--- src/rtl/reg_resp_pkg.sv ---
// Shared types and constants for the register-access responder.
package reg_resp_pkg;

  // Default bus width used by the response record type.
  localparam int unsigned RESP_DW = 32;

  // One buffered response: error flag above the read data.
  typedef struct packed {
    logic               err;
    logic [RESP_DW-1:0] rdata;
  } resp_t;

  localparam logic RESP_OK  = 1'b0;
  localparam logic RESP_ERR = 1'b1;

  // Identification word returned by register 0.
  localparam logic [31:0] ID_DEFAULT = 32'h0D71_0001;

endpackage

--- src/rtl/resp_fifo.sv ---
// Synchronous circular buffer holding responses in acceptance order.
module resp_fifo #(
  parameter int unsigned Width = 33,
  parameter int unsigned Depth = 4
) (
  input  logic                     clk_i,
  input  logic                     rst_ni,
  input  logic                     push_i,
  input  logic [Width-1:0]         wdata_i,
  input  logic                     pop_i,
  output logic [Width-1:0]         rdata_o,
  output logic                     full_o,
  output logic                     empty_o,
  output logic [$clog2(Depth):0]   count_o
);

  localparam int unsigned PtrW = $clog2(Depth);
  localparam int unsigned CntW = PtrW + 1;

  logic [PtrW-1:0]  head_q, head_d;
  logic [PtrW-1:0]  tail_q, tail_d;
  logic [CntW-1:0]  count_q, count_d;
  logic [Width-1:0] mem_q [Depth];
  logic [Width-1:0] mem_d [Depth];
  logic             do_push, do_pop;

  // Status flags and head entry come straight from registered state.
  always_comb begin
    full_o  = (count_q == CntW'(Depth));
    empty_o = (count_q == '0);
    count_o = count_q;
    rdata_o = mem_q[head_q];
    do_push = push_i && !full_o;
    do_pop  = pop_i && !empty_o;
  end

  // Pointer, count and storage next-state.
  always_comb begin
    head_d  = head_q;
    tail_d  = tail_q;
    count_d = count_q;
    mem_d   = mem_q;
    if (do_push) begin
      mem_d[tail_q] = wdata_i;
      tail_d        = tail_q + PtrW'(1);
    end
    if (do_pop) begin
      head_d = head_q + PtrW'(1);
    end
    // Simultaneous push and pop leaves the count unchanged.
    unique case ({do_push, do_pop})
      2'b10:   count_d = count_q + CntW'(1);
      2'b01:   count_d = count_q - CntW'(1);
      default: count_d = count_q;
    endcase
  end

  // Control state with synchronous active-low reset.
  always_ff @(posedge clk_i) begin
    if (!rst_ni) begin
      head_q  <= '0;
      tail_q  <= '0;
      count_q <= '0;
    end else begin
      head_q  <= head_d;
      tail_q  <= tail_d;
      count_q <= count_d;
    end
  end

  // Storage needs no reset; entries are only visible once counted.
  always_ff @(posedge clk_i) begin
    mem_q <= mem_d;
  end

endmodule

--- src/rtl/reg_responder.sv ---
// Register-access target: decodes request beats against a small register
// bank and queues one in-order response per accepted request.
module reg_responder
  import reg_resp_pkg::*;
#(
  parameter int unsigned           ADDR_WIDTH = 4,
  parameter int unsigned           DATA_WIDTH = 32,
  parameter int unsigned           NUM_REGS   = 12,
  parameter int unsigned           RESP_DEPTH = 4,
  parameter logic [DATA_WIDTH-1:0] ID_VALUE   = DATA_WIDTH'(ID_DEFAULT)
) (
  input  logic                          clk,
  input  logic                          rst_n,
  input  logic                          req_valid,
  output logic                          req_ready,
  input  logic                          req_write,
  input  logic [ADDR_WIDTH-1:0]         req_addr,
  input  logic [DATA_WIDTH-1:0]         req_wdata,
  output logic                          resp_valid,
  input  logic                          resp_ready,
  output logic [DATA_WIDTH-1:0]         resp_rdata,
  output logic                          resp_err,
  output logic [$clog2(RESP_DEPTH):0]   resp_count
);

  localparam int unsigned EntW = DATA_WIDTH + 1;

  logic                  rst_n_q, rst_n_d;
  logic [DATA_WIDTH-1:0] regs_q [1:NUM_REGS-1];
  logic [DATA_WIDTH-1:0] regs_d [1:NUM_REGS-1];

  logic                  req_accept;
  logic                  addr_hit;
  logic [DATA_WIDTH-1:0] reg_rdata;
  logic                  ent_err;
  logic [DATA_WIDTH-1:0] ent_rdata;
  logic [EntW-1:0]       fifo_rdata;
  logic                  fifo_full, fifo_empty;
  logic                  resp_pop;

  // Delayed reset keeps req_ready low on the first cycle out of reset.
  always_comb begin
    rst_n_d = 1'b1;
  end

  // Registered reset-release flag.
  always_ff @(posedge clk) begin
    if (!rst_n) begin
      rst_n_q <= 1'b0;
    end else begin
      rst_n_q <= rst_n_d;
    end
  end

  // Handshakes depend only on registered state, never on resp_ready.
  always_comb begin
    req_ready  = rst_n_q && !fifo_full;
    req_accept = req_valid && req_ready;
    resp_valid = !fifo_empty;
    resp_pop   = resp_valid && resp_ready;
  end

  // Address decode, register update and response formation.
  always_comb begin
    regs_d    = regs_q;
    addr_hit  = 1'b0;
    reg_rdata = '0;
    for (int i = 1; i < NUM_REGS; i++) begin
      if (req_addr == ADDR_WIDTH'(i)) begin
        addr_hit  = 1'b1;
        reg_rdata = regs_q[i];
        if (req_accept && req_write) begin
          regs_d[i] = req_wdata;
        end
      end
    end

    ent_rdata = '0;
    ent_err   = RESP_ERR;
    if (req_write) begin
      // Register 0 is read-only, so only the bank range accepts writes.
      ent_err = addr_hit ? RESP_OK : RESP_ERR;
    end else if (req_addr == '0) begin
      ent_rdata = ID_VALUE;
      ent_err   = RESP_OK;
    end else if (addr_hit) begin
      ent_rdata = reg_rdata;
      ent_err   = RESP_OK;
    end
  end

  // Register bank with synchronous clear.
  always_ff @(posedge clk) begin
    if (!rst_n) begin
      for (int i = 1; i < NUM_REGS; i++) begin
        regs_q[i] <= '0;
      end
    end else begin
      regs_q <= regs_d;
    end
  end

  resp_fifo #(
    .Width (EntW),
    .Depth (RESP_DEPTH)
  ) u_resp_fifo (
    .clk_i   (clk),
    .rst_ni  (rst_n),
    .push_i  (req_accept),
    .wdata_i ({ent_err, ent_rdata}),
    .pop_i   (resp_pop),
    .rdata_o (fifo_rdata),
    .full_o  (fifo_full),
    .empty_o (fifo_empty),
    .count_o (resp_count)
  );

  // Head entry is masked to zero whenever nothing is buffered.
  always_comb begin
    resp_rdata = resp_valid ? fifo_rdata[DATA_WIDTH-1:0] : '0;
    resp_err   = resp_valid && fifo_rdata[DATA_WIDTH];
  end

endmodule

--- config.mk ---
export PLATFORM = sky130hd
export DESIGN_NAME = reg_responder
export DESIGN_NICKNAME = d
export VERILOG_FILES = /design/src/rtl/reg_resp_pkg.sv /design/src/rtl/resp_fifo.sv /design/src/rtl/reg_responder.sv
export SDC_FILE = /design/constraint.sdc
export NUM_CORES = 1
export LEC_CHECK = 0
export ABC_AREA = 1
export CORE_MARGIN = 1
export CORE_UTILIZATION = 61
export DETAILED_ROUTE_END_ITERATION = 12
export GPL_ROUTABILITY_DRIVEN = 0
export GPL_TIMING_DRIVEN = 0
export PLACE_DENSITY_LB_ADDON = 0.25
export SLEW_MARGIN = 0
export SYNTH_ARGS = -nofsm -noshare
export SYNTH_HDL_FRONTEND = slang
export SYNTH_SLANG_ARGS = --single-unit
--- constraint.sdc ---
create_clock -name clk -period 2.9 [get_ports clk]
set_input_delay 0.435 -clock clk [delete_from_list [all_inputs] [get_ports clk]]
set_output_delay 0.435 -clock clk [all_outputs]
set_load 0.02 [all_outputs]
Fig. 1: run 1, M1 wires
Scale bar: 50 um.
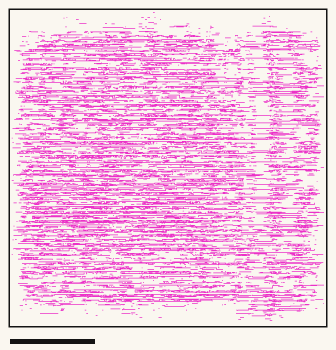
main direction	horizontal
share of all routed wire	40%
nets with wire on the layer	2,705
wire length on this layer	22.0 mm

Fig. 2: run 1, ports around the boundary
Scale bar: 50 um. Pins as bars across the die edge, other pins in gray.
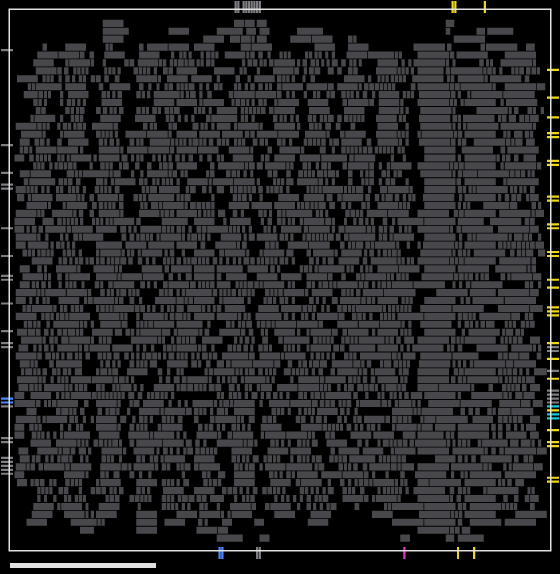
port	color	pins	direction	edge
resp_rdata	yellow	32	output	27 east, 3 north, 2 south
req_addr	blue	4	input	2 west, 2 south
resp_count	cyan	3	output	east
req_write	magenta	1	input	south

Fig. 3: run 1, clock wiring as the flow saved it
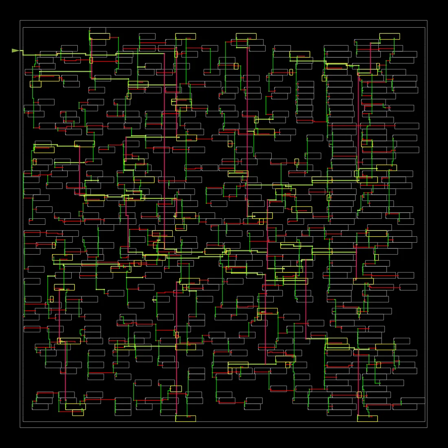
count of flip-flops and latches: 492
clock skew: 15.4 ps
count of clock-net buffers in the final layout: 68
Late-Pin Clk Latency: 560 ps
Clock group: 0.00615 W

==> summary.txt, run 1 <==
Notes on the flow outputs.

- The final critical-path required period is 2770 ps.
- The synthesized netlist has a Yosys-reported chip area of 20,500 um2.
- The power share of the sequential group reads 45.4%.
- The total power consumption of the routed design is 0.0160 W.
- Summed over all nets, wire length on met3 after detailed routing comes to 3730 um.
- STA classifies the critical path endpoint as an output port.
- After detailed routing, the met2 layer carries 27,000 um of wire.
- The flow ran to the end, and the final reports show no timing, DRC or antenna violations.
- Per STA, the startpoint of the critical path is u_resp_fifo.head_q[0].
- The destination of the critical timing path is resp_rdata[16].
- Among logic cells in the layout, the one with the most instances is sky130_fd_sc_hd__nor2_1.
- The proportion of synthesized area in mux cells reads 0%.
- The overflow left after global routing is 0.
- The achievable frequency is 361 MHz.
- The post-synthesis share of cell area spent on xor and xnor gates is 0%.
- The depth of the worst register-to-register path is 11.
- The number of nets still failing antenna checks after routing reads 0.
- The first-iteration detailed-routing DRC count is 1,485.
- The buffer levels on the longest clock path reads 3.
- The startpoint of the worst hold path is rst_n.
- The total die size is 34,400 um2.
- The filler cell count in the final layout is 2,632.
- The via count of the first global-routing pass reads 16.9k.
- The finished design was reported to have a net count of 2,822.
- The cell area power density is 679 nW/um2.
- The proportion of synthesized chip area in sequential cells is 54.4%.
- The share of the clock period used by the worst path after layout reads 95.6%.
- The logs give a warning total of 29.
- The global-route met3 utilization reads 3.80%.
- The critical path goes through clkbuf_1 > clkbuf_4 > buf_4 > nor2_1 > nor2_1 > o21ai_0 > a21oi_1 > dlygate4sd2_1.
- The class of the tightest hold or removal check reads in -> reg.
- The netlist area before placement is 20,500 um2.
- The non-filler instance count after layout is 3,254.
- The hold path depth reads 1.
- The internal power summed over all cells reads 0.0116 W.
- The sequential cell power reads 0.00725 W.
- The total of warnings raised by yosys is 0.
- The height of the die is 185 um.
- The largest fanout on the critical path is 10.
- The number of flops mapped to enable cells by yosys is 132.
- The worst setup path is launched from a flip-flop.
- Post-synth the commonest register cell is sky130_fd_sc_hd__dfxtp_1.
- The slowest cell on the critical path is sky130_fd_sc_hd__dlygate4sd2_1.
- The static leakage power reads 8.78 nW.
- The cell family with the largest share of critical-path delay is buffers and inverters.
- Per the CTS log, the root buffer master is sky130_fd_sc_hd__clkbuf_16.
- The initial core utilization reads 62.5%.
- The power share of the clock group is 38.5%.
- The layer with the highest usage after global routing is met2.
- The register bit total from synthesis is 492.
- The setup total negative slack reads 0 ps.
- The relative slew slack reads 40.3%.
- Signal nets in the final route climb as high as met4.
- The die extent in x reads 185 um.
- The combined area of the multi-input logic cells reads 8190 um2.
- The routed length per placed instance is 16.8 um.
- TritonCTS built the clock tree.
- The remaining design rule violation count is 0.
- The complex-gate fraction of the synthesized area reads 14.6%.
- Between the synthesized netlist and the finished layout, the area growth was recorded as 14.6%.
- The power report lists the combinational group at 0.00258 W.
- The origin of the critical flop-to-flop path reads u_resp_fifo.count_o[2].
- The switching portion of total power comes to 27.6%.
- According to the floorplan log, the row count is 66.
- The most common cell in the synthesized netlist reads sky130_fd_sc_hd__nor2_1.
- The largest power group reads registers.
- By instance count after routing, the leading logic cell types are sky130_fd_sc_hd__nor2_1 (878), sky130_fd_sc_hd__o21ai_0 (448), sky130_fd_sc_hd__dfxtp_1 (359).
- In this run the standard cell core region covers 32,900 um2.
- In the final report, the number of pins over their slew limit comes to 0.
- Across the run, the number of max-cap violations was 0.
- The global-route wire length before repair is 86,200 um.
- The synthesized instance count reads 2,643.
- The part of the total power dissipated in combinational logic reads 16.2%.
run 1: area by class of cell:
| cell class | instances | area share [%] |
|---|---|---|
| Buffer | 201 | 4.05 |
| Clock buffer | 68 | 5.99 |
| Clock inverter | 20 | 0.649 |
| Inverter | 78 | 1.25 |
| Multi-Input combinational cell | 1871 | 34.8 |
| Sequential cell | 492 | 47.5 |
| Tap cell | 442 | 2.35 |
| Timing Repair Buffer | 82 | 3.46 |
run 1: per-stage QoR:
| step | area, um2 | worst slack [ps] | utilization [%] |
|---|---|---|---|
| final | 23500 | 127 | 71.6 |
| after global routing | 23500 | 4.79 | 71.6 |
| after detailed placement | 22000 | -161 | 66.9 |
| after floorplan | 20500 | 79.3 | - |
| after CTS | 23500 | 43.3 | 71.6 |
| after global placement | 21900 | -937 | 66.5 |
## Run 2: what changed since run 1
- SLEW_MARGIN: 0 -> 20
Fig. 4: run 2, register map, names as in the netlist
Scale bar: 50 um. Other sequential cells in the stronger gray, the rest of the logic in the fainter gray.
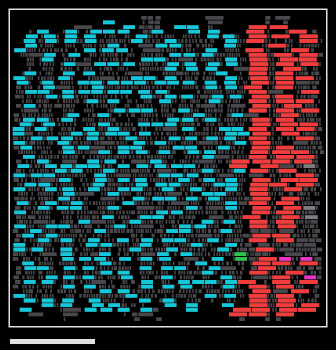
netlist name	color	placed flops
u_resp_fifo.tail_q	green	2
regs_q	cyan	352
u_resp_fifo.count_o	magenta	3
u_resp_fifo.mem_q	red	132
not colored	3

==> summary.txt, run 2 <==
Notes on the flow outputs.

- The flow ran to the end, and the final reports show no timing, DRC or antenna violations.
- The final standard cell utilization of the core reads 72.2%.
- The cell area power density reads 702 nW/um2.
- By instance count after routing, the leading logic cell types are sky130_fd_sc_hd__nor2_1 (878), sky130_fd_sc_hd__o21ai_0 (448), sky130_fd_sc_hd__dfxtp_1 (359).
- The combinational cell power reads 0.00260 W.
- The area reported by Yosys stat is 20,500 um2.
- The final net count reads 2,822.
- The final count of negative-setup-slack endpoints reads 0.
- The relative slew slack reads 38.8%.
- TritonCTS built the clock tree.
- The number of antenna violations at the first check in global routing was 0.
- The destination of the critical timing path reads resp_rdata[0].
- The synthesized instance count is 2,643.
- The final number of hold-violating endpoints reads 0.
- The routed length per placed instance reads 17.0 um.
- The total of warnings raised by yosys is 0.
- The largest fanout on the critical path is 10.
- The cell family with the largest share of critical-path delay is buffers and inverters.
- The first-iteration detailed-routing DRC count reads 1,582.
- The startpoint of the worst hold path reads rst_n.
- The slowest stage of the critical path is the sky130_fd_sc_hd__clkdlybuf4s50_1 cell.
- The clock root buffer is sky130_fd_sc_hd__clkbuf_16.
- Timing would allow up to 359 MHz.
- The setup total negative slack reads 0 ps.
- The diode insertion count for antenna repair reads 0.
- The initial core utilization is 62.5%.
- The via count of the first global-routing pass reads 17.2k.
- The static leakage power is 8.90 nW.
- The switching power share of the total reads 27.0%.
- The global-route wire length before repair is 87,100 um.
- The startpoint of the worst setup timing path reads u_resp_fifo.head_q[0].
- The hold path depth reads 1.
- The proportion of synthesized area in mux cells reads 0%.
- Per STA, the worst path is made up of clkbuf_1 > clkbuf_4 > nor2_1 > nor2_1 > o21ai_0 > a21oi_1 > clkdlybuf4s50_1.
- The netlist area before placement reads 20,500 um2.
- The growth of design area from synthesis to finish is 15.5%.
- Internal power comes to 0.0122 W.
- Summed over all sequential cells, the power is 0.00725 W.
- Counting I/O delays and the setup requirement, the final critical path takes 2780 ps.
- The pre-CTS setup slack reads -167 ps.
- The complex-gate fraction of the synthesized area reads 14.6%.
- The max-slew violation total from the final report reads 0.
- The share of the clock period used by the worst path after layout reads 96.0%.
- Sequential cells account for 43.6% of the total power.
- The later pin in the worst-skew pair is clocked with a latency of 570 ps.
- The total die size is 34,400 um2.
- The most common flop cell mapped by yosys reads sky130_fd_sc_hd__dfxtp_1.
- The number of warnings the tools reported reads 31.
- By instance count after routing, the leading logic cell type is sky130_fd_sc_hd__nor2_1.
- The origin of the critical flop-to-flop path is u_resp_fifo.count_o[2].
- The part of the total power dissipated in combinational logic is 15.6%.
- Among all cell types in the netlist, the one instantiated most often is sky130_fd_sc_hd__nor2_1.
- The category of the worst setup path launch point is a flip-flop.
- The class of the tightest hold or removal check reads in -> reg.
- The height of the die reads 185 um.
- The number of placement rows reads 66.
- The kind of end point of the critical path is an output port.
- The largest power group is registers.
- The area after detailed placement is 22,000 um2.
- The proportion of synthesized chip area in sequential cells reads 54.4%.
- Looking at the clock tree report, the maximum root-to-sink buffer count equals 3.
- The critical path endpoint has a required time of 2470 ps.
- The die extent in x is 185 um.
- The worst setup margin is 117 ps.
- The number of max-cap violations is 0.
- The floorplan step defined a core boundary enclosing 32,900 um2.
- Per the synthesis report, the XOR/XNOR share of the synthesized area is 0%.
- Global routing finished with a remaining overflow of 0.
- The worst clock skew reads 21.4 ps.
- Once layout is complete, the cells apart from fillers number 3,258.
Fig. 5: run 2, ports around the boundary
Scale bar: 50 um. Pins as bars across the die edge, other pins in gray.
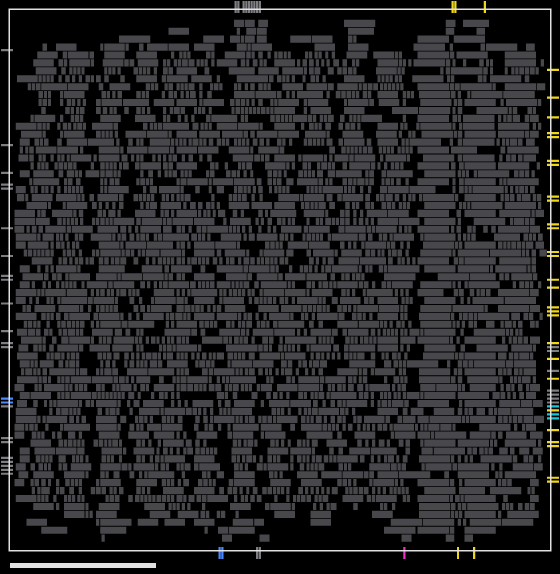
port	color	pins	direction	edge
req_addr	blue	4	input	2 west, 2 south
req_write	magenta	1	input	south
resp_count	cyan	3	output	east
resp_rdata	yellow	32	output	27 east, 3 north, 2 south
all pins by edge	37 east, 23 west, 12 north, 7 south

-- run 2: cell counts after synthesis --
No cell type changed its count.
-- run 2: routing by layer --
layer / share of wire, % / wire [um] / global-route usage [%]
met2: 49 / 27100 / 57.9
met5: 0 / 0 / 0
met3: 7.0 / 3900 / 4.23
met4: 4.1 / 2270 / 14.3
met1: 40 / 22000 / 39.4
-- run 2: final cells by class --
class                           instances  area [um2]
Inverter                               78         294
Tap cell                              442         553
Multi-Input combinational cell       1871        8190
Fill cell                            2570        9150
Sequential cell                       492       11200
Clock inverter                         24         297
Clock buffer                           68        1450
Timing Repair Buffer                   82         816
Buffer                                201         950
-- run 2: what timing repair did --
| action | in CTS | in global routing |
|---|---|---|
| gates resized | 54 | 17 |
| endpoints found under the setup margin | 33 | 13 |
| buffers inserted | 0 | 0 |
Power figures rest on the tool's default switching activity, not on a simulated workload.
